### src/rtl/uart_pkg.sv
// Shared UART types and helpers: parity/baud encodings common to the TX and RX
// paths, transmitter state encoding, and baud divisor / parity helpers.
package uart_pkg;

  typedef enum logic [1:0] {
    PAR_NONE  = 2'b00,
    PAR_ODD   = 2'b01,
    PAR_EVEN  = 2'b10,
    PAR_NONE2 = 2'b11
  } parity_e;

  typedef enum logic [1:0] {
    B2400  = 2'b00,
    B4800  = 2'b01,
    B9600  = 2'b10,
    B19200 = 2'b11
  } baud_e;

  typedef enum logic [2:0] {
    IDLE   = 3'd0,
    START  = 3'd1,
    DATA   = 3'd2,
    PARITY = 3'd3,
    STOP   = 3'd4
  } tx_state_e;

  localparam int unsigned DATA_BITS = 8;

  // Clock cycles per bit, integer truncation of clk_freq/baud.
  function automatic int unsigned baud_div(input int unsigned clk_freq, input baud_e baud);
    int unsigned div;
    div = clk_freq / 2400;
    case (baud)
      B2400:   div = clk_freq / 2400;
      B4800:   div = clk_freq / 4800;
      B9600:   div = clk_freq / 9600;
      B19200:  div = clk_freq / 19200;
      default: div = clk_freq / 2400;
    endcase
    return div;
  endfunction

  function automatic logic parity_bit(input logic [DATA_BITS-1:0] data, input parity_e par);
    logic p;
    p = 1'b1;
    case (par)
      PAR_ODD:  p = ~^data;
      PAR_EVEN: p = ^data;
      default:  p = 1'b1;
    endcase
    return p;
  endfunction

endpackage

### src/rtl/baud_gen_tx.sv
// Bit-period timer for the UART transmitter: emits a one-cycle bit_tick at the
// end of every DIV-cycle bit period while enabled; restart re-aligns to a new frame.
module baud_gen_tx
  import uart_pkg::*;
#(
  parameter int unsigned CLK_FREQ = 50_000_000,
  parameter int unsigned DIV_W    = 16
) (
  input  logic  clock,
  input  logic  reset_n,
  input  baud_e baud,
  input  logic  restart,
  input  logic  enable,
  output logic  bit_tick
);

  logic [DIV_W-1:0] count;
  logic [DIV_W-1:0] last;

  always_comb begin
    last     = DIV_W'(baud_div(CLK_FREQ, baud) - 32'd1);
    bit_tick = enable && (count == last);
  end

  // Reload on the bit boundary so the count never runs past DIV-1.
  always_ff @(posedge clock) begin
    if (!reset_n) begin
      count <= '0;
    end else if (restart || !enable) begin
      count <= '0;
    end else if (count == last) begin
      count <= '0;
    end else begin
      count <= count + 1'b1;
    end
  end

endmodule

### src/rtl/uart_tx_unit.sv
// UART transmitter: 8N/O/E frame (start, 8 data LSB first, parity, stop).
// Define UART_TX_TWO_STOP_EN for two stop bits (12*DIV-cycle frame).
module uart_tx_unit
  import uart_pkg::*;
#(
  parameter int unsigned CLK_FREQ = 50_000_000,
  parameter int unsigned DIV_W    = 16
) (
  input  logic       clock,
  input  logic       reset_n,
  input  logic       tx_start,
  input  logic [7:0] data_in,
  input  logic [1:0] parity_type,
  input  logic [1:0] baud_rate,
  output logic       data_tx,
  output logic       tx_ready,
  output logic       active_flag,
  output logic       done_flag
);

  tx_state_e  state, state_next;
  logic [7:0] shreg, shreg_next;
  logic [2:0] bit_idx, bit_idx_next;
  logic       par_q, par_next;
  baud_e      baud_q, baud_next;
  logic       line_next;
  logic       bit_tick;
  logic       last_stop;
  logic       accept;
`ifdef UART_TX_TWO_STOP_EN
  logic       stop_second, stop_second_next;
`endif

  baud_gen_tx #(
    .CLK_FREQ (CLK_FREQ),
    .DIV_W    (DIV_W)
  ) u_baud_gen (
    .clock    (clock),
    .reset_n  (reset_n),
    .baud     (baud_q),
    .restart  (accept),
    .enable   (state != IDLE),
    .bit_tick (bit_tick)
  );

  // The final stop cycle doubles as the hand-off cycle, so a new byte can be
  // accepted there and its start bit follows the stop bit with no idle gap.
  always_comb begin
`ifdef UART_TX_TWO_STOP_EN
    last_stop = (state == STOP) && bit_tick && stop_second;
`else
    last_stop = (state == STOP) && bit_tick;
`endif
    done_flag   = last_stop;
    tx_ready    = (state == IDLE) || last_stop;
    active_flag = (state != IDLE) && !last_stop;
    accept      = tx_start && tx_ready;
  end

  always_comb begin
    state_next   = state;
    shreg_next   = shreg;
    bit_idx_next = bit_idx;
    par_next     = par_q;
    baud_next    = baud_q;
`ifdef UART_TX_TWO_STOP_EN
    stop_second_next = stop_second;
`endif
    if (accept) begin
      state_next   = START;
      shreg_next   = data_in;
      bit_idx_next = '0;
      par_next     = parity_bit(data_in, parity_e'(parity_type));
      baud_next    = baud_e'(baud_rate);
`ifdef UART_TX_TWO_STOP_EN
      stop_second_next = 1'b0;
`endif
    end else if (bit_tick) begin
      case (state)
        START: begin
          state_next   = DATA;
          bit_idx_next = '0;
        end
        DATA: begin
          if (bit_idx == 3'd7) begin
            state_next = PARITY;
          end else begin
            shreg_next   = {1'b0, shreg[7:1]};
            bit_idx_next = bit_idx + 3'd1;
          end
        end
        PARITY: state_next = STOP;
        STOP: begin
`ifdef UART_TX_TWO_STOP_EN
          if (stop_second) begin
            state_next = IDLE;
          end else begin
            stop_second_next = 1'b1;
          end
`else
          state_next = IDLE;
`endif
        end
        default: state_next = state;
      endcase
    end
  end

  // Line value is registered from the next state so data_tx is glitch-free.
  always_comb begin
    line_next = 1'b1;
    case (state_next)
      IDLE:    line_next = 1'b1;
      START:   line_next = 1'b0;
      DATA:    line_next = shreg_next[0];
      PARITY:  line_next = par_next;
      STOP:    line_next = 1'b1;
      default: line_next = 1'b1;
    endcase
  end

  always_ff @(posedge clock) begin
    if (!reset_n) begin
      state   <= IDLE;
      shreg   <= '0;
      bit_idx <= '0;
      par_q   <= 1'b1;
      baud_q  <= B2400;
      data_tx <= 1'b1;
`ifdef UART_TX_TWO_STOP_EN
      stop_second <= 1'b0;
`endif
    end else begin
      state   <= state_next;
      shreg   <= shreg_next;
      bit_idx <= bit_idx_next;
      par_q   <= par_next;
      baud_q  <= baud_next;
      data_tx <= line_next;
`ifdef UART_TX_TWO_STOP_EN
      stop_second <= stop_second_next;
`endif
    end
  end

endmodule

### config.mk
export PLATFORM = sky130hd
export DESIGN_NAME = uart_tx_unit
export DESIGN_NICKNAME = d
export VERILOG_FILES = /design/src/rtl/uart_pkg.sv /design/src/rtl/baud_gen_tx.sv /design/src/rtl/uart_tx_unit.sv
export SDC_FILE = /design/constraint.sdc
export NUM_CORES = 1
export LEC_CHECK = 0
export ABC_AREA = 1
export CAP_MARGIN = 0
export CORE_MARGIN = 8
export CORE_UTILIZATION = 60
export CTS_BUF_LIST = sky130_fd_sc_hd__clkbuf_4
export CTS_CLUSTER_DIAMETER = 100
export CTS_CLUSTER_SIZE = 14
export DETAILED_ROUTE_END_ITERATION = 7
export PLACE_DENSITY = 0.82
export SETUP_SLACK_MARGIN = 0.02
export SYNTH_ARGS = -nofsm -noshare
export SYNTH_HDL_FRONTEND = slang
export SYNTH_SLANG_ARGS = --single-unit
### constraint.sdc
create_clock -name clock -period 2.8 [get_ports clock]
set_input_delay 0.56 -clock clock [delete_from_list [all_inputs] [get_ports clock]]
set_output_delay 0.56 -clock clock [all_outputs]
set_load 0.005 [all_outputs]
Fig. 1: run 1, supply network
The bar under the picture is 20 um long. Pins as bars on the die edge. Tap cells in grey.
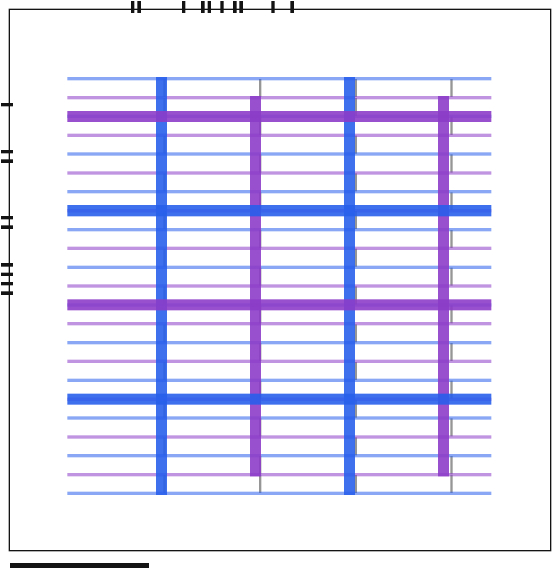
[VSS] blue
[VDD] purple
met4 straps: 4
met5 straps: 4
met1 rails: 23
rows: 22

Fig. 2: run 1, cell classes on the final placement
The bar under the picture is 20 um long.
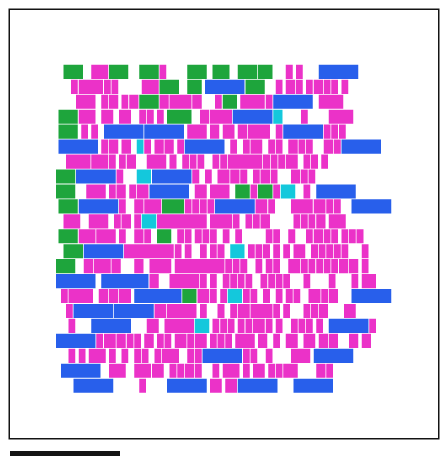
[remaining logic cells] magenta | cells: 319 | share of their area: 63%
[clock drivers and dummy loads] cyan | cells: 8 | share of their area: 2.0%
[remaining buffers and delay cells] green | cells: 26 | share of their area: 9.2%
[registers] blue | cells: 34 | share of their area: 26%

==> impl_metrics.toml, run 1 <==
# physical design summary
[drt]
drt-met1-wl_um = 2390
drtIter0Drc = 139
highest_layer = "met4"
antenna_left = 0
post_drt_wl_per_cell_um = 12.4
met2WireLength_um = 2650
wl_um = 5390
vias = 2237
vias_per_cell = 5.14

[final_timing]
finalSetupViolCount = 0
rsz0062_at_grt = "false"
tns_ns = 0
worstMarginPinSlew_ns = 0.521
clock_skew_ns = 0.00747
worst_slew_margin_rel = 0.649
period_needed_ns = 2.64

[cts]
cts_inserted_buffers = 5
clockBufferDepth = 2
cts_setup_buffers = 3
cts-root-buf = "clkbuf_4"
clkSlewWorstSetupHoldPaths_ns = 0.11

[hold_path]
whs_path_depth = 2

[worst_setup_path]
worstPathCellList = "inv_8, ha_4, inv_1, nand2_2, nand2_1, nor2_1, nand2_1, nor2_4, nand3_4, nand2_4, buf_4, clkdlybuf4s15_1"
endpoint = "tx_ready"
r2r_cells = 13
slowest_delay_ns = 0.41
regToRegSetupSlack_ns = 0.35
crit_cells = 12
start_kind = "flip-flop"
crit_path_end_kind = "output port"
required_ns = 2.24
critPathKind = "reg -> out"
cp_max_fo = 8
critPathBufInv = 4
crit_family = "simple AND/OR/NAND/NOR gates"
r2r_end = "u_baud_gen.count[14]"

[layout]
seq_share = 0.253
final_cell_area_um2 = 2720
final_cell_mix = "101 x nand2_1, 54 x nor2_1, 43 x inv_1"
n_fill_cell = 298
final.clkbuf_count = 5
comb_cells = 271
mi_logic_area_um2 = 1480
layout.nets = 412
comb_area_frac = 0.545
seqCellArea_um2 = 688
fin_util = 0.744
diodes = 0
buf_share = 0.0900
inverters = 48
dominant_cells = "multi-input combinational cells"

[floorplan]
chipWidth_um = 77.9
fp.dieH_um = 77.9
fp-row-count = 22
die_area_um2 = 6070

[run_status]
status = "finished clean"

[pwr]
intPower_mw = 0.694
seq_power_mw = 0.513
switching_share = 0.317
total_power_mw = 1.02
powerDensity_nw_per_um2 = 373
p_switching_mw = 0.322
power.clock.fraction = 0.266

[synth]
yosys-stat-cells = 357
synth.distinct_cells = 34
ys_seq_share = 0.296
synth_area_per_cell_um2 = 6.44
ys.flop_type = "dfxtp_1"
ys_top_cells_by_count = "109 x nand2_1, 56 x nor2_1, 44 x inv_1, 34 x dfxtp_1, 20 x nand3_1"
yosys_area_um2 = 2300
synth_top_area_share = 0.296
topCellsByArea = "dfxtp_1 30%, nand2_1 18%, nor2_1 9.1%"
synth_top_cell_by_count = "nand2_1"
synth.largest_area_cell = "dfxtp_1"

[placed_design]
dp_slack_ns = 0.210
port-buffer-count = 18
place_congestion = 0.967
dp_cells = 422
placed_area_um2 = 2530
hpwl_um = 3920

[global_route]
antenna_found_initial = 0
use_met3 = 0.0415
grt_max_degree = 22
overflow = 0
Fig. 3: run 1, clock wires, drivers and flops
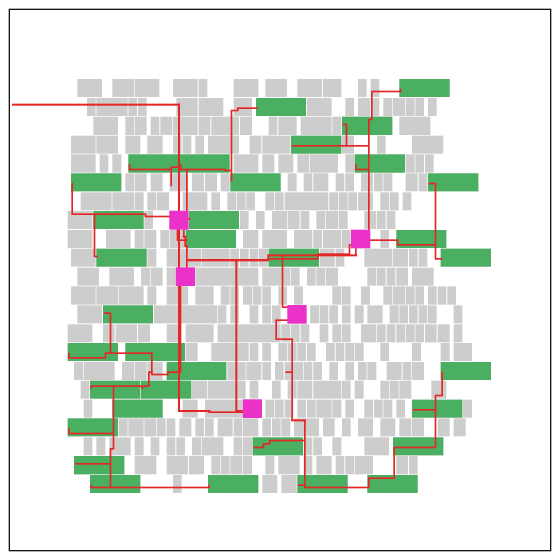
[flip-flops] green | count: 34
[clock wires] red | length: 487 um
[clock-net drivers] magenta | count: 5
flops lie: all over the die
routed clock nets: 6

[run 1: cells by family (layout without fill, tap and decap cells)]
| logic type | after synthesis | after routing | synth area share |
|---|---|---|---|
| xor+xnor | 13 | 13 | 0.0495 |
| simple gates | 221 | 221 | 0.433 |
| fa+ha+maj | 11 | 11 | 0.0598 |
| buf+inv | 52 | 82 | 0.0947 |
| flops | 34 | 34 | 0.296 |
| compound gates | 26 | 26 | 0.0675 |
[run 1: state kept, by name, summed over array words and instances, names as in the netlist]
name / count
shreg: 8
bit_idx: 3
par_q: 1
state: 3
baud_q: 2
u_baud_gen.count: 16
data_tx: 1
## Run 2: what changed since run 1
CAP_MARGIN = 20   (was 0)
Fig. 4: run 2, track usage over the die
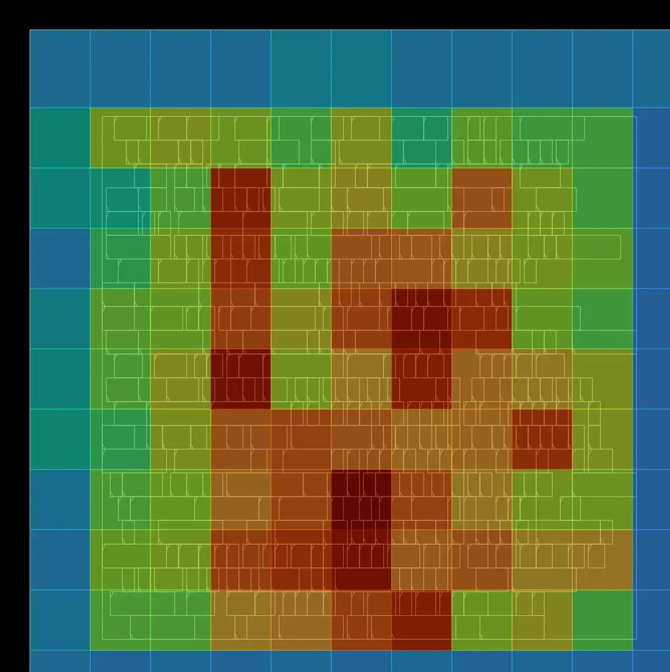
GR Util met3: 0.0415
GR peak layer: met2

==> run 2 against run 1 <==
Against the previous run: sequential power barely moved; sequential share of layout area is the same; combinational power about the same; cell count unchanged; total power is the same; maximum frequency unchanged; area after synthesis unchanged; clock skew stayed put; non-clock buffer count unchanged.
==> impl_metrics.toml, run 2 <==
# physical design summary
[worst_setup_path]
endpoint = "tx_ready"
critPathKind = "reg -> out"
crit_arrival_ns = 2.08
crit_family = "simple AND/OR/NAND/NOR gates"
r2r-start = "baud_q[0]"
crit_cells = 12
critPathBufInv = 4
required_ns = 2.24
slowest_stage = "dfxtp_4"
cp_common_cell = "nand2_1"
cp_max_fo = 8
timing.critical_path.from = "baud_q[0]"
worstPathCellList = "inv_8, ha_4, inv_1, nand2_2, nand2_1, nor2_1, nand2_1, nor2_4, nand3_4, nand2_4, buf_4, clkdlybuf4s15_1"
crit_path_end_kind = "output port"
r2r_cells = 13
regToRegSetupSlack_ns = 0.35
r2r_end = "u_baud_gen.count[14]"
slowest_delay_ns = 0.41
start_kind = "flip-flop"

[pwr]
clk-power_mw = 0.270
p_switching_mw = 0.322
switching_share = 0.317
ir_drop_mv = 0.273
total_power_mw = 1.02
seq_power_mw = 0.513
power.clock.fraction = 0.266
powerDensity_nw_per_um2 = 373
pg_comb_mw = 0.232
intPower_mw = 0.694
cellLeakagePower_nw = 1.23
p_seq_frac = 0.505
maxPowerGroup = "sequential cells"

[layout]
fin_cells = 435
seqCellArea_um2 = 688
final_cell_area_um2 = 2720
layout.nets = 412
biggestRegsByFlops = "u_baud_gen.count: 16 flops, shreg: 8 flops"
fin_util = 0.744
diodes = 0
regMostFlops = "u_baud_gen.count"
mi_logic_area_um2 = 1480
final_cell_mix = "101 x nand2_1, 54 x nor2_1, 43 x inv_1"
largest_reg_flops = 16
n_fill_cell = 298

[final_timing]
rsz0062_at_grt = "false"
fmax_mhz = 379
worst_slew_margin_rel = 0.649
clock_skew_ns = 0.00747
hold_violations = 0
period_needed_ns = 2.64
finalSetupViolCount = 0
worstMarginPinSlew_ns = 0.521
whs_ns = 0.502
tns_ns = 0

[synth]
ys.flop_type = "dfxtp_1"
synth_area_um2 = 2300
yosys_area_um2 = 2300
synth.distinct_cells = 34
synth_top_area_share = 0.296
ys_top_cells_by_count = "109 x nand2_1, 56 x nor2_1, 44 x inv_1, 34 x dfxtp_1, 20 x nand3_1"
ys_sh_simple = 0.433
synthArstFlopShare = 0
synth-edff-count = 0
synth.area.mux_share = 0
synth.largest_area_cell = "dfxtp_1"
aoi_share = 0.0675
top_logic_kind = "simple AND/OR/NAND/NOR gates"
ys_warn_count = 0
synth_adder_area_share = 0.0598
synth_area_per_cell_um2 = 6.44
yosys-stat-cells = 357
xor_share = 0.0495
topCellsByArea = "dfxtp_1 30%, nand2_1 18%, nor2_1 9.1%"
numSynthFlops = 34
ys_seq_share = 0.296
synth_top_cell_by_count = "nand2_1"

[cts]
cts_inserted_buffers = 5
cts_tree = "done"
cts-root-buf = "clkbuf_4"
cts_setup_buffers = 3
htreeDepth = 2
clockBufferDepth = 2
clkSlewWorstSetupHoldPaths_ns = 0.11
hold_buffers = 0
cts.sinks = 34

[placed_design]
dp_slack_ns = 0.210
place_congestion = 0.967
hpwl_um = 3920
placed_area_um2 = 2530
dp_cells = 422
port-buffer-count = 18

[floorplan]
fp-row-count = 22
chipWidth_um = 77.9
pin_count = 19
die_area_um2 = 6070
initial_core_util = 0.628
core_area_um2 = 3660
fp.dieH_um = 77.9

[drt]
wl_um = 5390
post_drt_wl_per_cell_um = 12.4
drc = 0
vias = 2237
antenna_left = 0
vias_per_cell = 5.14
drtIter0Drc = 139

[run_status]
status = "finished clean"

[global_route]
grt_max_degree = 22
overflow = 0
antenna_found_initial = 0

[hold_path]
whs_path_depth = 2

[job]
warning_count = 33
Fig. 5: run 2, clock wires, drivers and flops
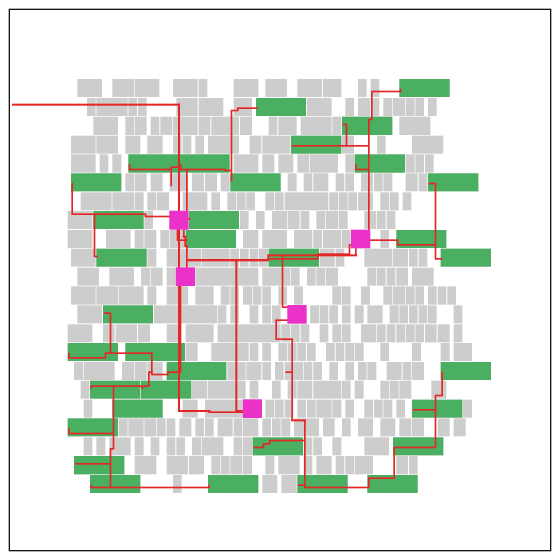
[flip-flops] green | count: 34
[clock wires] red | length: 487 um
[clock-net drivers] magenta | count: 5
flops lie: all over the die
routed clock nets: 6

==> run 2: metal layers <==
layer / part of all wire / wire, um / vias up / track usage
li1: - / - / 1180 / -
met1: 0.44 / 2390 / 1000 / 0.228
met2: 0.49 / 2650 / 51 / 0.301
met3: 0.049 / 263 / 6 / 0.0415
met4: 0.017 / 89 / 0 / 0.0630
met5: 0 / 0 / - / 0
==> run 2: cell type report <==
type,instances,area share
flip-flops and latches,34,0.253
clock inverters,3,0.00597
clock buffers,5,0.0138
repair buffers,26,0.0900
multi-input cells,271,0.545
inverters,48,0.0707
well taps,48,0.0220
==> run 2: worst min-delay path, cell delays in order, from the launching register on <==
cell	delay, ns
dfxtp_1	0.33
nand3_1	0.09
a21oi_2	0.05
Power figures rest on the tool's default switching activity, not on a simulated workload.
